## config.mk

```make
export PLATFORM = sky130hd
export DESIGN_NAME = march_cm_bist_ctrl_flat
export DESIGN_NICKNAME = d
export VERILOG_FILES = /design/src/rtl/march_cm_bist_ctrl_if.sv /design/src/rtl/march_cm_bist_ctrl.sv /design/src/flat_wrapper.sv
export SDC_FILE = /design/constraint.sdc
export NUM_CORES = 1
export LEC_CHECK = 0
export CAP_MARGIN = 10
export CORE_MARGIN = 2
export CORE_UTILIZATION = 45
export CTS_CLUSTER_DIAMETER = 150
export DETAILED_ROUTE_END_ITERATION = 12
export GPL_TIMING_DRIVEN = 1
export HOLD_SLACK_MARGIN = 0.03
export PLACE_DENSITY = 0.79
export SETUP_SLACK_MARGIN = 0.02
export SYNTH_ARGS = -nofsm -noshare
export SYNTH_HDL_FRONTEND = slang
export SYNTH_SLANG_ARGS = --single-unit
```

## constraint.sdc

```tcl
create_clock -name CLK -period 3.1 [get_ports CLK]
set_input_delay 0.465 -clock CLK [delete_from_list [all_inputs] [get_ports CLK]]
set_output_delay 0.465 -clock CLK [all_outputs]
set_load 0.01 [all_outputs]
```

## src/rtl/march_cm_bist_ctrl_if.sv

```systemverilog
// Bundle between the March C- BIST controller and its surroundings: the SRAM
// port (CEN/WEN/A/D/OEN/Q) plus the test-access handshake and result fields.
interface march_cm_bist_ctrl_if #(
  parameter int ADDR_W = 12,
  parameter int DATA_W = 32
);
  // test access side
  logic              start;
  logic              busy;
  logic              done;
  logic              fail;
  logic [ADDR_W-1:0] fail_addr;
  logic [2:0]        fail_elem;
  logic [DATA_W-1:0] fail_syn;
  // memory side
  logic              CEN;
  logic              WEN;
  logic              OEN;
  logic [ADDR_W-1:0] A;
  logic [DATA_W-1:0] D;
  logic [DATA_W-1:0] Q;

  // The BIST controller drives the memory pins and reports results.
  modport master (
    input  start, Q,
    output CEN, WEN, OEN, A, D,
    output busy, done, fail, fail_addr, fail_elem, fail_syn
  );

  // Memory plus test-access logic seen from the other end.
  modport slave (
    output start, Q,
    input  CEN, WEN, OEN, A, D,
    input  busy, done, fail, fail_addr, fail_elem, fail_syn
  );
endinterface

```

## src/rtl/march_cm_bist_ctrl.sv

```systemverilog
// March C- memory BIST controller for a single-port SRAM.
// One memory op per cycle; a read's data is compared one cycle after the
// memory samples it. First miscompare (address, element, syndrome) is kept.
module march_cm_bist_ctrl #(
  parameter int                ADDR_W = 12,
  parameter int                DATA_W = 32,
  parameter logic [DATA_W-1:0] BG     = {DATA_W{1'b0}}
) (
  input logic                  CLK,
  input logic                  RST,
  march_cm_bist_ctrl_if.master bus
);

  typedef enum logic [3:0] {
    ST_IDLE  = 4'd0,
    ST_M0    = 4'd1,
    ST_M1    = 4'd2,
    ST_M2    = 4'd3,
    ST_M3    = 4'd4,
    ST_M4    = 4'd5,
    ST_M5    = 4'd6,
    ST_DRAIN = 4'd7,
    ST_DONE  = 4'd8
  } state_t;

  localparam logic [ADDR_W-1:0] ADDR_LO  = {ADDR_W{1'b0}};
  localparam logic [ADDR_W-1:0] ADDR_HI  = {ADDR_W{1'b1}};
  localparam logic [ADDR_W-1:0] ADDR_ONE = {{(ADDR_W-1){1'b0}}, 1'b1};
  localparam logic [DATA_W-1:0] DATA_Z   = {DATA_W{1'b0}};

  // Elements M3 and M4 walk the address space downwards.
  function automatic logic is_down(input state_t s);
    return (s == ST_M3) || (s == ST_M4);
  endfunction

  // Elements M1..M4 perform a read then a write at every address.
  function automatic logic two_op(input state_t s);
    return (s == ST_M1) || (s == ST_M2) || (s == ST_M3) || (s == ST_M4);
  endfunction

  // Element sequencing; M5 hands over to the drain cycle.
  function automatic state_t next_elem(input state_t s);
    case (s)
      ST_M0:   return ST_M1;
      ST_M1:   return ST_M2;
      ST_M2:   return ST_M3;
      ST_M3:   return ST_M4;
      ST_M4:   return ST_M5;
      ST_M5:   return ST_DRAIN;
      default: return ST_IDLE;
    endcase
  endfunction

  // March element number reported in fail_elem.
  function automatic logic [2:0] elem_of(input state_t s);
    case (s)
      ST_M0:   return 3'd0;
      ST_M1:   return 3'd1;
      ST_M2:   return 3'd2;
      ST_M3:   return 3'd3;
      ST_M4:   return 3'd4;
      ST_M5:   return 3'd5;
      default: return 3'd0;
    endcase
  endfunction

  state_t              state_r, state_nxt_s, elem_nxt_s;
  logic [ADDR_W-1:0]   addr_r, addr_nxt_s;
  logic                phase_r, phase_nxt_s;
  logic                start_acc_s, last_op_s, term_s;

  logic                cen_nxt_s, wen_nxt_s;
  logic [DATA_W-1:0]   d_nxt_s, rd_exp_nxt_s;

  logic                cen_r, wen_r;
  logic [ADDR_W-1:0]   a_r;
  logic [DATA_W-1:0]   d_r, rd_exp_r;
  logic [2:0]          op_elem_r;
  logic                busy_r, done_r;

  logic                exp_valid_r;
  logic [DATA_W-1:0]   exp_r;
  logic [ADDR_W-1:0]   exp_addr_r;
  logic [2:0]          exp_elem_r;
  logic                miscmp_s;

  logic                fail_r;
  logic [ADDR_W-1:0]   fail_addr_r;
  logic [2:0]          fail_elem_r;
  logic [DATA_W-1:0]   fail_syn_r;

  // Next state, address and read/write phase of the march walk.
  always_comb begin
    state_nxt_s = state_r;
    addr_nxt_s  = addr_r;
    phase_nxt_s = phase_r;
    start_acc_s = 1'b0;
    last_op_s   = 1'b0;
    term_s      = 1'b0;
    elem_nxt_s  = ST_IDLE;
    case (state_r)
      ST_IDLE, ST_DONE: begin
        if (bus.start) begin
          start_acc_s = 1'b1;
          state_nxt_s = ST_M0;
          addr_nxt_s  = ADDR_LO;
          phase_nxt_s = 1'b0;
        end else begin
          state_nxt_s = state_r;
        end
      end
      ST_M0, ST_M1, ST_M2, ST_M3, ST_M4, ST_M5: begin
        last_op_s  = two_op(state_r) ? phase_r : 1'b1;
        term_s     = is_down(state_r) ? (addr_r == ADDR_LO) : (addr_r == ADDR_HI);
        elem_nxt_s = next_elem(state_r);
        if (!last_op_s) begin
          phase_nxt_s = 1'b1;
        end else if (!term_s) begin
          phase_nxt_s = 1'b0;
          addr_nxt_s  = is_down(state_r) ? (addr_r - ADDR_ONE) : (addr_r + ADDR_ONE);
        end else begin
          // last op at the terminal address: reload for the next element
          phase_nxt_s = 1'b0;
          state_nxt_s = elem_nxt_s;
          addr_nxt_s  = is_down(elem_nxt_s) ? ADDR_HI : ADDR_LO;
        end
      end
      ST_DRAIN: begin
        state_nxt_s = ST_DONE;
      end
      default: begin
        state_nxt_s = ST_IDLE;
        addr_nxt_s  = ADDR_LO;
        phase_nxt_s = 1'b0;
      end
    endcase
  end

  // Memory op for the upcoming cycle, decoded from the next walk position.
  always_comb begin
    cen_nxt_s    = 1'b1;
    wen_nxt_s    = 1'b1;
    d_nxt_s      = DATA_Z;
    rd_exp_nxt_s = DATA_Z;
    case (state_nxt_s)
      ST_M0: begin
        cen_nxt_s = 1'b0;
        wen_nxt_s = 1'b0;
        d_nxt_s   = BG;
      end
      ST_M1, ST_M3: begin
        cen_nxt_s = 1'b0;
        if (phase_nxt_s) begin
          wen_nxt_s = 1'b0;
          d_nxt_s   = ~BG;
        end else begin
          rd_exp_nxt_s = BG;
        end
      end
      ST_M2, ST_M4: begin
        cen_nxt_s = 1'b0;
        if (phase_nxt_s) begin
          wen_nxt_s = 1'b0;
          d_nxt_s   = BG;
        end else begin
          rd_exp_nxt_s = ~BG;
        end
      end
      ST_M5: begin
        cen_nxt_s    = 1'b0;
        rd_exp_nxt_s = BG;
      end
      default: begin
        cen_nxt_s    = 1'b1;
        wen_nxt_s    = 1'b1;
        d_nxt_s      = DATA_Z;
        rd_exp_nxt_s = DATA_Z;
      end
    endcase
  end

  // State register and registered memory pins / status flags.
  always_ff @(posedge CLK) begin
    if (RST) begin
      state_r   <= ST_IDLE;
      addr_r    <= ADDR_LO;
      phase_r   <= 1'b0;
      cen_r     <= 1'b1;
      wen_r     <= 1'b1;
      a_r       <= ADDR_LO;
      d_r       <= DATA_Z;
      rd_exp_r  <= DATA_Z;
      op_elem_r <= 3'd0;
      busy_r    <= 1'b0;
      done_r    <= 1'b0;
    end else begin
      state_r   <= state_nxt_s;
      addr_r    <= addr_nxt_s;
      phase_r   <= phase_nxt_s;
      cen_r     <= cen_nxt_s;
      wen_r     <= wen_nxt_s;
      a_r       <= addr_nxt_s;
      d_r       <= d_nxt_s;
      rd_exp_r  <= rd_exp_nxt_s;
      op_elem_r <= elem_of(state_nxt_s);
      busy_r    <= (state_nxt_s != ST_IDLE) && (state_nxt_s != ST_DONE);
      done_r    <= (state_nxt_s == ST_DONE);
    end
  end

  // Compare pipeline: what the read issued last cycle must return now.
  always_ff @(posedge CLK) begin
    if (RST) begin
      exp_valid_r <= 1'b0;
      exp_r       <= DATA_Z;
      exp_addr_r  <= ADDR_LO;
      exp_elem_r  <= 3'd0;
    end else begin
      exp_valid_r <= ~cen_r & wen_r;
      exp_r       <= rd_exp_r;
      exp_addr_r  <= a_r;
      exp_elem_r  <= op_elem_r;
    end
  end

  assign miscmp_s = exp_valid_r && (bus.Q != exp_r);

  // Sticky fail flag; only the first miscompare is captured.
  always_ff @(posedge CLK) begin
    if (RST) begin
      fail_r      <= 1'b0;
      fail_addr_r <= ADDR_LO;
      fail_elem_r <= 3'd0;
      fail_syn_r  <= DATA_Z;
    end else if (start_acc_s) begin
      fail_r      <= 1'b0;
      fail_addr_r <= ADDR_LO;
      fail_elem_r <= 3'd0;
      fail_syn_r  <= DATA_Z;
    end else if (miscmp_s) begin
      fail_r <= 1'b1;
      if (!fail_r) begin
        fail_addr_r <= exp_addr_r;
        fail_elem_r <= exp_elem_r;
        fail_syn_r  <= bus.Q ^ exp_r;
      end
    end
  end

  assign bus.CEN       = cen_r;
  assign bus.WEN       = wen_r;
  assign bus.OEN       = 1'b0;
  assign bus.A         = a_r;
  assign bus.D         = d_r;
  assign bus.busy      = busy_r;
  assign bus.done      = done_r;
  assign bus.fail      = fail_r;
  assign bus.fail_addr = fail_addr_r;
  assign bus.fail_elem = fail_elem_r;
  assign bus.fail_syn  = fail_syn_r;

endmodule

```

## src/flat_wrapper.sv

```systemverilog
// flat-port wrapper written by rule: the top's interface ports become plain ports
module march_cm_bist_ctrl_flat 
#(
  parameter int                ADDR_W = 12,
  parameter int                DATA_W = 32,
  parameter logic [DATA_W-1:0] BG     = {DATA_W{1'b0}}
)
  (CLK, RST, bus_start, bus_Q, bus_CEN, bus_WEN, bus_OEN, bus_A, bus_D, bus_busy, bus_done, bus_fail, bus_fail_addr, bus_fail_elem, bus_fail_syn);
  march_cm_bist_ctrl_if #(.ADDR_W(ADDR_W), .DATA_W(DATA_W)) bus_i ();
  input logic CLK;
  input logic RST;
  input wire logic [$bits(bus_i.start)-1:0] bus_start;
  input wire logic [$bits(bus_i.Q)-1:0] bus_Q;
  output wire logic [$bits(bus_i.CEN)-1:0] bus_CEN;
  output wire logic [$bits(bus_i.WEN)-1:0] bus_WEN;
  output wire logic [$bits(bus_i.OEN)-1:0] bus_OEN;
  output wire logic [$bits(bus_i.A)-1:0] bus_A;
  output wire logic [$bits(bus_i.D)-1:0] bus_D;
  output wire logic [$bits(bus_i.busy)-1:0] bus_busy;
  output wire logic [$bits(bus_i.done)-1:0] bus_done;
  output wire logic [$bits(bus_i.fail)-1:0] bus_fail;
  output wire logic [$bits(bus_i.fail_addr)-1:0] bus_fail_addr;
  output wire logic [$bits(bus_i.fail_elem)-1:0] bus_fail_elem;
  output wire logic [$bits(bus_i.fail_syn)-1:0] bus_fail_syn;
  assign bus_i.start = bus_start;
  assign bus_i.Q = bus_Q;
  assign bus_CEN = bus_i.CEN;
  assign bus_WEN = bus_i.WEN;
  assign bus_OEN = bus_i.OEN;
  assign bus_A = bus_i.A;
  assign bus_D = bus_i.D;
  assign bus_busy = bus_i.busy;
  assign bus_done = bus_i.done;
  assign bus_fail = bus_i.fail;
  assign bus_fail_addr = bus_i.fail_addr;
  assign bus_fail_elem = bus_i.fail_elem;
  assign bus_fail_syn = bus_i.fail_syn;
  march_cm_bist_ctrl #(.ADDR_W(ADDR_W), .DATA_W(DATA_W), .BG(BG)) u_core (.CLK(CLK), .RST(RST), .bus(bus_i));
endmodule
```

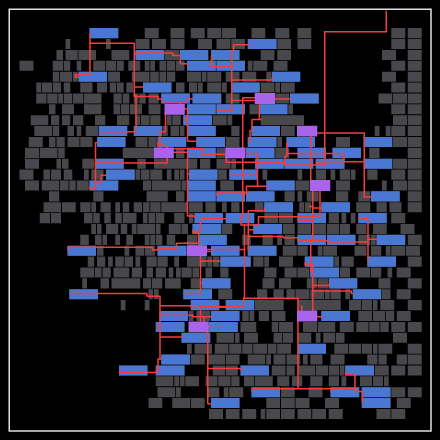
(images/clock_map.png)
Scale: 4 px per um.
clock wires: marked red, length 1020 um. cells driving clock nets: marked purple, count 9. flip-flops: marked blue, count 91.
There are 10 routed clock nets.
part of the power in the clock network: 37.7%
clock tree skew after final layout: 0.00971 ns
power in the clock group: 0.000928 W

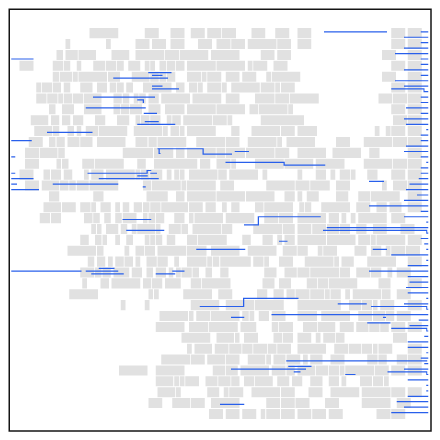
(images/met3.png)
Scale: 4 px per um.
The wires run mostly horizontal. The layer carries 820 um of wire. 111 nets have wire on it. The longest straight run is 38.9 um. The layer holds 7.2% of the routed length.

==> cell usage in the layout (no fill, tap or decap), types with 3 or more instances in the layout <==
cell type                         count
sky130_fd_sc_hd__buf_4               12
sky130_fd_sc_hd__a211oi_1            25
sky130_fd_sc_hd__nand2_1             16
sky130_fd_sc_hd__clkbuf_8             9
sky130_fd_sc_hd__xnor2_1             37
sky130_fd_sc_hd__ha_1                10
sky130_fd_sc_hd__o211ai_1             5
sky130_fd_sc_hd__dfxtp_1             90
sky130_fd_sc_hd__a211oi_2            11
sky130_fd_sc_hd__mux2i_1             23
sky130_fd_sc_hd__or4_1                9
sky130_fd_sc_hd__nor2_1              63
sky130_fd_sc_hd__inv_1                9
sky130_fd_sc_hd__nor3_1               6
sky130_fd_sc_hd__nor4_1               6
sky130_fd_sc_hd__nor2b_1             19
sky130_fd_sc_hd__a31oi_1              4
sky130_fd_sc_hd__a21oi_1             14
sky130_fd_sc_hd__nand4_1             13
sky130_fd_sc_hd__o21ai_1              4
sky130_fd_sc_hd__bufinv_16            3
sky130_fd_sc_hd__and3_1               3
sky130_fd_sc_hd__clkdlybuf4s50_1    130
sky130_fd_sc_hd__a22o_1               9
sky130_fd_sc_hd__o21ai_0             14
sky130_fd_sc_hd__nand3_1              3
==> logic make-up (layout without fill, tap and decap cells) <==
logic type | Yosys count | count (layout) | share of synthesized area, %
AND/OR/NAND/NOR | 155 | 155 | 17.7
adder cells (fa/ha/maj) | 11 | 11 | 3.16
other | 1 | 1 | 0.0816
AND-OR/OR-AND | 106 | 106 | 17.6
buffers and inverters | 74 | 170 | 9.39
multiplexers | 23 | 23 | 5.01
flip-flops | 91 | 91 | 39.6
XOR/XNOR | 39 | 39 | 7.43
==> writeup.txt <==
The run finished with clean final reports. Net switching is 23.5% of the power. The core region is 9860 um2.

Looking at the critical path, the highest net fanout was 9. With the number of ordinary and repair buffers in the finished layout at 143, the minimum clock period is 2.65 ns. The endpoint kind of the worst setup timing path is a flip-flop. Looking at the max-slew report, the worst-margin pin has a slew of 0.877 ns. The post-synthesis sequential element count is 91.

For this run, the post-layout net count is 638. For the worst setup path, the data arrival time is 2.94 ns. For this run the detailed placement stage logged an HPWL of 8200 um. The cell family contributing the most delay on the critical path is simple AND/OR/NAND/NOR gates. In the detailed route, the total length drawn on met2 is 5570 um.

The die width was 105 um. STA reports the tightest min-delay check as being of type reg2reg. The completed layout was analyzed and its total power is 0.00246 W. The setup check on the worst reg-to-reg path leaves a slack of 0.45 ns. Per the layout report, the design carries 809 filler cells. The number of DRC violations after detailed routing is 0, and the max-slew headroom at the worst pin is 41.5%. The depth of the most critical reg-to-reg path works out to 10.
Power is estimated from default activity; no workload was simulated.
